==> config.mk <==
export PLATFORM = sky130hd
export DESIGN_NAME = led_frame_buffer
export DESIGN_NICKNAME = d
export VERILOG_FILES = /design/src/rtl/led_frame_buffer_pkg.sv /design/src/rtl/frame_tick_gen.sv /design/src/rtl/led_frame_buffer.sv
export SDC_FILE = /design/constraint.sdc
export NUM_CORES = 1
export LEC_CHECK = 0
export CORE_MARGIN = 2
export CORE_UTILIZATION = 54
export DETAILED_ROUTE_END_ITERATION = 8
export PLACE_DENSITY = 0.8
export RECOVER_POWER = 100
export SLEW_MARGIN = 20
export SYNTH_ARGS = -nofsm -noshare
export SYNTH_HDL_FRONTEND = slang
export SYNTH_SLANG_ARGS = --single-unit
==> constraint.sdc <==
create_clock -name i_clock -period 4.36 [get_ports i_clock]
set_clock_uncertainty 0.05 [all_clocks]
set_input_delay 0.872 -clock i_clock [delete_from_list [all_inputs] [get_ports i_clock]]
set_output_delay 0.872 -clock i_clock [all_outputs]
set_load 0.03 [all_outputs]
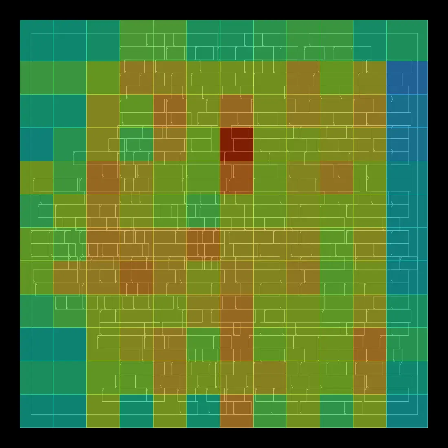
Run 1: routing congestion
Global Route Usage Sum: 17.74%
utilization after layout: 65.72%
drt wl/cell: 16.07 µm
met3 global-route usage: 4.130%

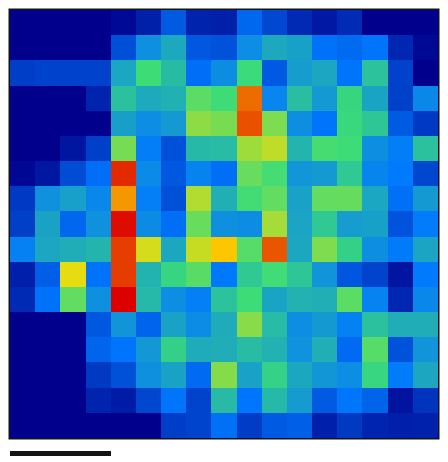
Run 1: signal metal coverage by tile
Bar = 20 µm. 17 x 17 tiles, from dark blue (low) to red (high), scaled to the fullest tile. Values are wire area over tile area, all layers added.
nearly empty tiles: 14%
densest ninth of the die: center
fullest tile: 0.44
mean over tiles: 0.13
tiles over half the peak: 15%
Vias: 1918
DRT Wirelength: 5736 µm

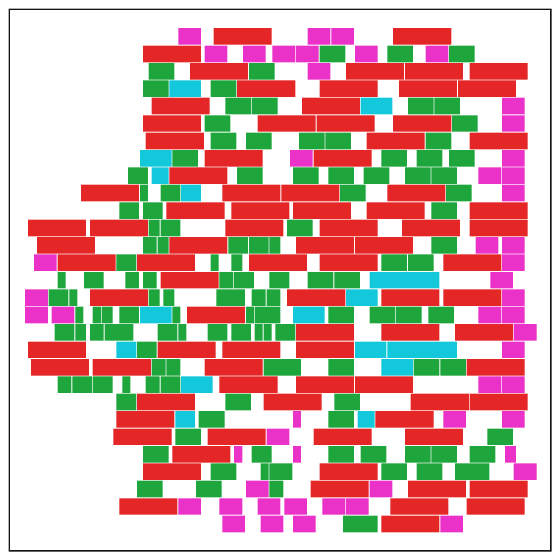
Run 1: cell classes on the final placement
| color | class | cells | share of their area |
|---|---|---|---|
| magenta | other buffers and delay cells | 52 | 12% |
| cyan | clock drivers and dummy loads | 16 | 5.6% |
| green | combinational and other logic | 125 | 28% |
| red | flops | 87 | 54% |
flop share of the area: 52.47%
final instance area: 4149 µm²
Site Rows: 29

==> reports/qor.txt, run 1 <==
HP Class -> flop to flop
via-per-instance ratio -> 5.373
max cap viols -> 1
Die Wd -> 84.38 µm
initial antenna violation count -> 0
# resized after CTS -> 0
status -> complete, but fails checks
number of global-route vias before repair -> 1922
ANT cells -> 0
max FFs per register -> 32
first-pass GRT wire length -> 9722 µm
worst hold slack -> 0.4208 ns
H-tree Lvls -> 3
Reg2Reg Setup Slack -> 1.63 ns
Slew @ Worst Pin -> 2.063 ns
CP Class -> flop to output port
ys flops -> 87
ys cells -> 217
Syn Inst Count -> 217
clock buffer depth -> 2
die area -> 7119 µm²
Pleak -> 0.002139 µW
pins over their slew limit -> 88
Hold Buf Count CTS -> 0
layout cells sized above 1 -> 20.00%
Worst Hold Depth -> 1
I/O Buffers -> 49
Crit. End Element -> output port
IO Count -> 54
Critical Path AT -> 2.51 ns
CTS Buf Count -> 9
PwrDens -> 362.5 nW/µm²
Yosys Chip Area -> 3488 µm²
TNS Setup -> 0 ns
first-pass iteration count of the detailed router -> 4
OpenROAD warning count -> 30
area grow syn2layout -> 18.94%
grt peak-use layer -> met2
violated checks -> capacitance limit, slew limit
area share, top type -> 62.41%
Syn Area/Cell -> 16.08 µm²
Synth Warn # -> 0
[run 1: through the flow]
stage | utilization, % | power [µW] | setup WS (ns) | area (µm²) | cells
3_5_place_dp | 64.41 | 908.9 | 1.369 | 4066 | 341
4_1_cts | 67.97 | 1525 | 0.9689 | 4292 | 357
2_1_floorplan | - | 871.7 | 1.926 | 3488 | 217
3_3_place_gp | 64.41 | 905.3 | 1.404 | 4066 | 341
6_report | 65.72 | 1504 | 0.9311 | 4149 | 357
5_1_grt | 65.72 | 1557 | 0.7081 | 4149 | 357
[run 1: final cells by class]
cell class | count | area, µm²
Clock buffer | 9 | 123.9
Clock inverter | 7 | 101.3
Fill cell | 473 | 2165
Inverter | 2 | 7.507
Multi-Input combinational cell | 123 | 1146
Sequential cell | 87 | 2177
Tap cell | 77 | 96.34
Timing Repair Buffer | 52 | 496.7
[run 1: worst max-delay path, stage by stage, from the launching register on]
cell           delay (ns)
dfrtp_1              0.41
ha_1                 0.20
nand3_1              0.18
nor2_1               0.32
nand2_1              0.18
nor2_1               0.12
dlygate4sd3_1        0.75
[run 1: power breakdown]
group          leakage (µW)  total [µW]  switching, µW  internal [µW]
Clock              0.000107         615            287            328
Combinational      0.000857        51.4           25.3           26.1
Sequential          0.00118         838           9.92            828
Total               0.00214        1500            322           1180
[run 1: routing by layer]
layer,up-vias,wire [µm]
met2,44,2707
met5,-,0
li1,892,-
met3,12,232
met4,0,127
met1,970,2669
[run 1: cells in the final DEF (no fill, tap or decap), drive strengths merged]
master | netlist | routed
and2b | 1 | 1
and3 | 3 | 3
and4 | 2 | 2
bufinv | 0 | 2
clkbuf | 2 | 13
clkdlybuf4s50 | 0 | 11
clkinvlp | 0 | 2
dfrtp | 87 | 87
dlygate4sd3 | 0 | 37
ha | 1 | 1
inv | 2 | 5
mux2 | 64 | 64
nand2 | 6 | 6
nand3 | 6 | 6
nand4 | 10 | 10
nor2 | 5 | 5
nor3 | 2 | 2
nor4b | 1 | 1
nor4bb | 2 | 2
o22a | 1 | 1
xnor2 | 14 | 14
xor2 | 5 | 5
[run 1: cells by family after synthesis]
| logic type | synth area share, % |
|---|---|
| flip-flops | 62.41 |
| multiplexers | 23.89 |
| AND/OR/NAND/NOR | 6.922 |
| XOR/XNOR | 4.770 |
| buffers and inverters | 1.399 |
| AND-OR/OR-AND | 0.2511 |
| adder cells (fa/ha/maj) | 0.3586 |
[run 1: Yosys cell counts (all sizes together)]
| cell | number |
|---|---|
| buf | 3 |
| o22a | 1 |
| and4 | 2 |
| nor4b | 1 |
| inv | 2 |
| clkbuf | 2 |
| ha | 1 |
| nor4bb | 2 |
| nand4 | 10 |
| nand3 | 6 |
| xor2 | 5 |
| and3 | 3 |
| dfrtp | 87 |
| and2b | 1 |
| xnor2 | 14 |
| nor2 | 5 |
| nor3 | 2 |
| mux2 | 64 |
| nand2 | 6 |
==> inputs of run 2 (changes only) <==
--- a/config.mk
+++ b/config.mk
@@ -6,9 +6,9 @@
 export NUM_CORES = 1
 export LEC_CHECK = 0
 export CORE_MARGIN = 2
-export CORE_UTILIZATION = 54
+export CORE_UTILIZATION = 53
 export DETAILED_ROUTE_END_ITERATION = 8
-export PLACE_DENSITY = 0.8
+export PLACE_DENSITY = 0.79
 export RECOVER_POWER = 100
 export SLEW_MARGIN = 20
 export SYNTH_ARGS = -nofsm -noshare
==> constraint.sdc (replaced) <==
create_clock -name i_clock -period 3.5 [get_ports i_clock]
set_clock_uncertainty 0.05 [all_clocks]
set_input_delay 0.7 -clock i_clock [delete_from_list [all_inputs] [get_ports i_clock]]
set_output_delay 0.7 -clock i_clock [all_outputs]
set_load 0.03 [all_outputs]
==> run 2 against run 1 <==
Net effect: the flow still finishes with violations (capacitance limit, slew limit); die size up 1.8%; area after synthesis unchanged; critical path depth unchanged; sequential share of layout area up 0.16 points; utilization down 0.57 points; non-clock buffer count unchanged; sequential power up 24%; clock power up 18%; register-to-register slack worse by 0.85 ns; combinational power up 24%.
==> reports/qor.txt, run 2 <==
Site Rows -> 29 (unchanged)
Slew @ Worst Pin -> 2.055 ns (was 2.063 ns)
Yosys top cell by area -> dfrtp_1 (unchanged)
area share, top type -> 62.41% (unchanged)
via-per-instance ratio -> 5.342 (was 5.373)
root buffer cell -> clkbuf_8 (unchanged)
TritonCTS Sinks -> 87 (unchanged)
Post-Place Worst Slack -> 0.6740 ns (was 1.369 ns)
die area -> 7247 µm² (was 7119 µm²)
Final Total Pwr -> 1834 µW (was 1504 µW)
PwrDens -> 443.4 nW/µm² (was 362.5 nW/µm²)
Fill cells -> 478 (was 473)
I/O Buffers -> 49 (unchanged)
OpenROAD warning count -> 30 (unchanged)
Yosys Chip Area -> 3488 µm² (unchanged)
clock buffer depth -> 2 (unchanged)
count leader, synth -> dfrtp_1 (unchanged)
Max Freq -> 0.3133 GHz
max cap viols -> 1 (unchanged)
Reg2Reg Setup Slack -> 0.78 ns (was 1.63 ns)
area grow syn2layout -> 18.58% (was 18.94%)
pins over their slew limit -> 88 (unchanged)
CTS Buf Count -> 9 (unchanged)
crit path DRT -> 2.75 ns (was 3.44 ns)
Pleak -> 0.002135 µW (was 0.002139 µW)
Syn Area/Cell -> 16.08 µm² (unchanged)
first-pass iteration count of the detailed router -> 4 (unchanged)
switching pwr -> 380.6 µW (was 321.9 µW)
Syn Inst Count -> 217 (unchanged)
number of global-route vias before repair -> 1991 (was 1922)
ys async rst share -> 100.0% (unchanged)
Latency at later pin -> 0.34 ns (was 0.35 ns)
Die H -> 85.13 µm (was 84.38 µm)
mapped cell area -> 3488 µm² (unchanged)
HP Class -> flop to flop (unchanged)
ys cells -> 217 (unchanged)
drt initial violations -> 70 (was 132)
Crit. End Element -> output port (unchanged)
IO Count -> 54 (unchanged)
TNS Setup -> 0 ns (unchanged)
largest net degree at the start of global routing -> 88 (unchanged)
ys flops -> 87 (unchanged)
Hold Buf Count CTS -> 0 (unchanged)
Post-synth top cells -> dfrtp_1 (87), mux2_2 (34), mux2_4 (30), xnor2_1 (14), nand4_1 (9) (unchanged)
floorplan utilization -> 54.94% (was 55.25%)
initial antenna violation count -> 0 (unchanged)
internal power -> 1453 µW (was 1182 µW)
# resized after CTS -> 0 (unchanged)
logic area -> 1142 µm² (was 1146 µm²)
Sequential Power Share -> 56.9% (was 55.7%)
most numerous logic cells after layout -> dfrtp_1 (87), dlygate4sd3_1 (36), mux2_2 (34), mux2_1 (29), xnor2_1 (14) (was dfrtp_1 (87), dlygate4sd3_1 (37), mux2_2 (34), mux2_1 (28), xnor2_1 (14))
H-tree Lvls -> 3 (unchanged)
share of total power in combinational logic -> 3.5% (was 3.4%)
Startpoint Class -> flop (unchanged)
ANT cells -> 0 (unchanged)
Seq/Total Area, Yosys -> 62.41% (unchanged)
Top cells by area -> dfrtp_1 (62%), mux2_4 (13%), mux2_2 (11%) (unchanged)
post-CTS setup buffers -> 0 (unchanged)
Most used DFF post-synth -> dfrtp_1 (unchanged)
most numerous logic cell after layout -> dfrtp_1 (unchanged)
status -> complete, but fails checks (unchanged)
CP Class -> flop to output port (unchanged)
Critical Path AT -> 2.44 ns (was 2.51 ns)
layout cells sized above 1 -> 19.64% (was 20.00%)
fin worst setup slack -> 0.3078 ns (was 0.9311 ns)
Die Wd -> 85.13 µm (was 84.38 µm)
violated checks -> capacitance limit, slew limit (unchanged)
Worst Hold Depth -> 1 (unchanged)
first-pass GRT wire length -> 10060 µm (was 9722 µm)
Post-synth EDFFs -> 0 (unchanged)
max FFs per register -> 32 (unchanged)
worst-path maximum fanout -> 5 (unchanged)
Clk network pwr share -> 39.7% (was 40.9%)
switch share -> 20.75% (was 21.40%)
Synth Warn # -> 0 (unchanged)
## run 2: cell counts after synthesis
Identical to the previous run, type by type.
## run 2: cells by family after synthesis
family | after synthesis | share of synthesized area, %
compound gates | 1 | 0.2511
flops | 87 | 62.41
fa+ha+maj | 1 | 0.3586
simple gates | 38 | 6.922
buf+inv | 7 | 1.399
xor+xnor | 19 | 4.770
mux | 64 | 23.89
## run 2: power groups by stage
stage | combinational (µW) | sequential, µW | clock, µW
after floorplan | 25.3 | 1060 | 0
after global placement | 65.5 | 1060 | 0
after detailed placement | 67.0 | 1060 | 0
after CTS | 67.5 | 1040 | 754
after global routing | 72.7 | 1050 | 793
final | 63.8 | 1040 | 727
## run 2: area by class of cell
class                   count  area share, %
inverters                   2         0.1815
flip-flops and latches     87          52.63
well taps                  77          2.329
repair buffers             52          12.01
clock inverters             4          1.240
multi-input cells         123          27.62
clock buffers              12          3.993
## run 2: per-layer routing
metal	GRT usage [%]	vias up	part of all wire [%]
li1	-	891	-
met1	24.52	973	46
met2	28.13	39	49
met3	4.280	4	3.9
met4	7.792	0	1.0
met5	0	-	0
## run 2: worst max-delay path, stage by stage, from the launching register on
cell             delay (ns)
dfrtp_1                0.42
ha_1                   0.22
nand3_1                0.19
nor2_1                 0.30
nand2_1                0.17
nor2_1                 0.13
clkdlybuf4s50_1        0.67
## run 2: per-stage QoR
stage          area (µm²)  cells  hold WS [ns]
2_1_floorplan        3488    217        0.3544
3_3_place_gp         4066    341        0.4048
3_5_place_dp         4066    341        0.4206
4_1_cts              4283    357        0.4385
5_1_grt              4136    357        0.4482
6_report             4136    357        0.4300
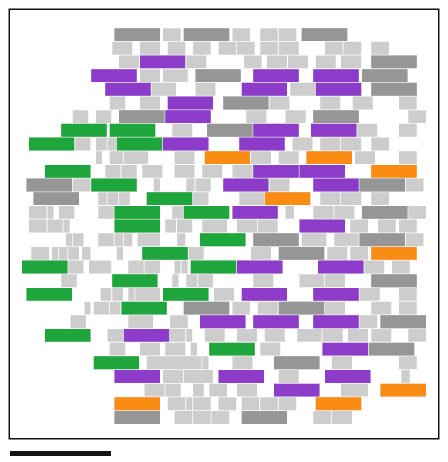
Run 2: register map, names as in the netlist
Bar = 20 µm.
| color | netlist name | placed flops |
|---|---|---|
| purple | back_q | 32 |
| green | u_tick.count | 21 |
| orange | o_row3 | 8 |
Reg area: 2177 µm²
Seq. pwr: 1040 µW
flop share of the area: 52.63%
utilization after layout: 65.14%

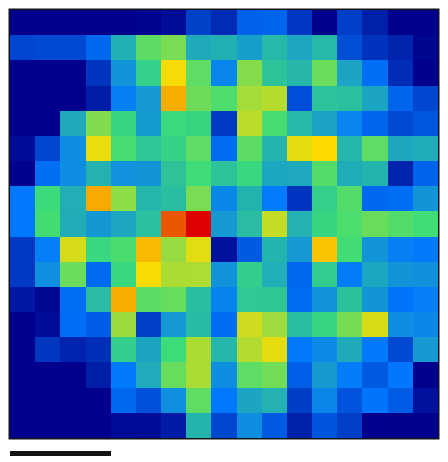
Run 2: signal metal coverage by tile
Bar = 20 µm. 17 x 17 tiles, from dark blue (low) to red (high), scaled to the fullest tile. Values are wire area over tile area, all layers added.
fullest tile: 0.39
tiles over half the peak: 22%
emptiest ninth of the die: lower left
mean over tiles: 0.12
nearly empty tiles: 13%
densest ninth of the die: center
Global Route Usage Sum: 18.08%
DRT Wirelength: 5829 µm
drt wl/cell: 16.33 µm
Vias: 1907

Power figures rest on the tool's default switching activity, not on a simulated workload.
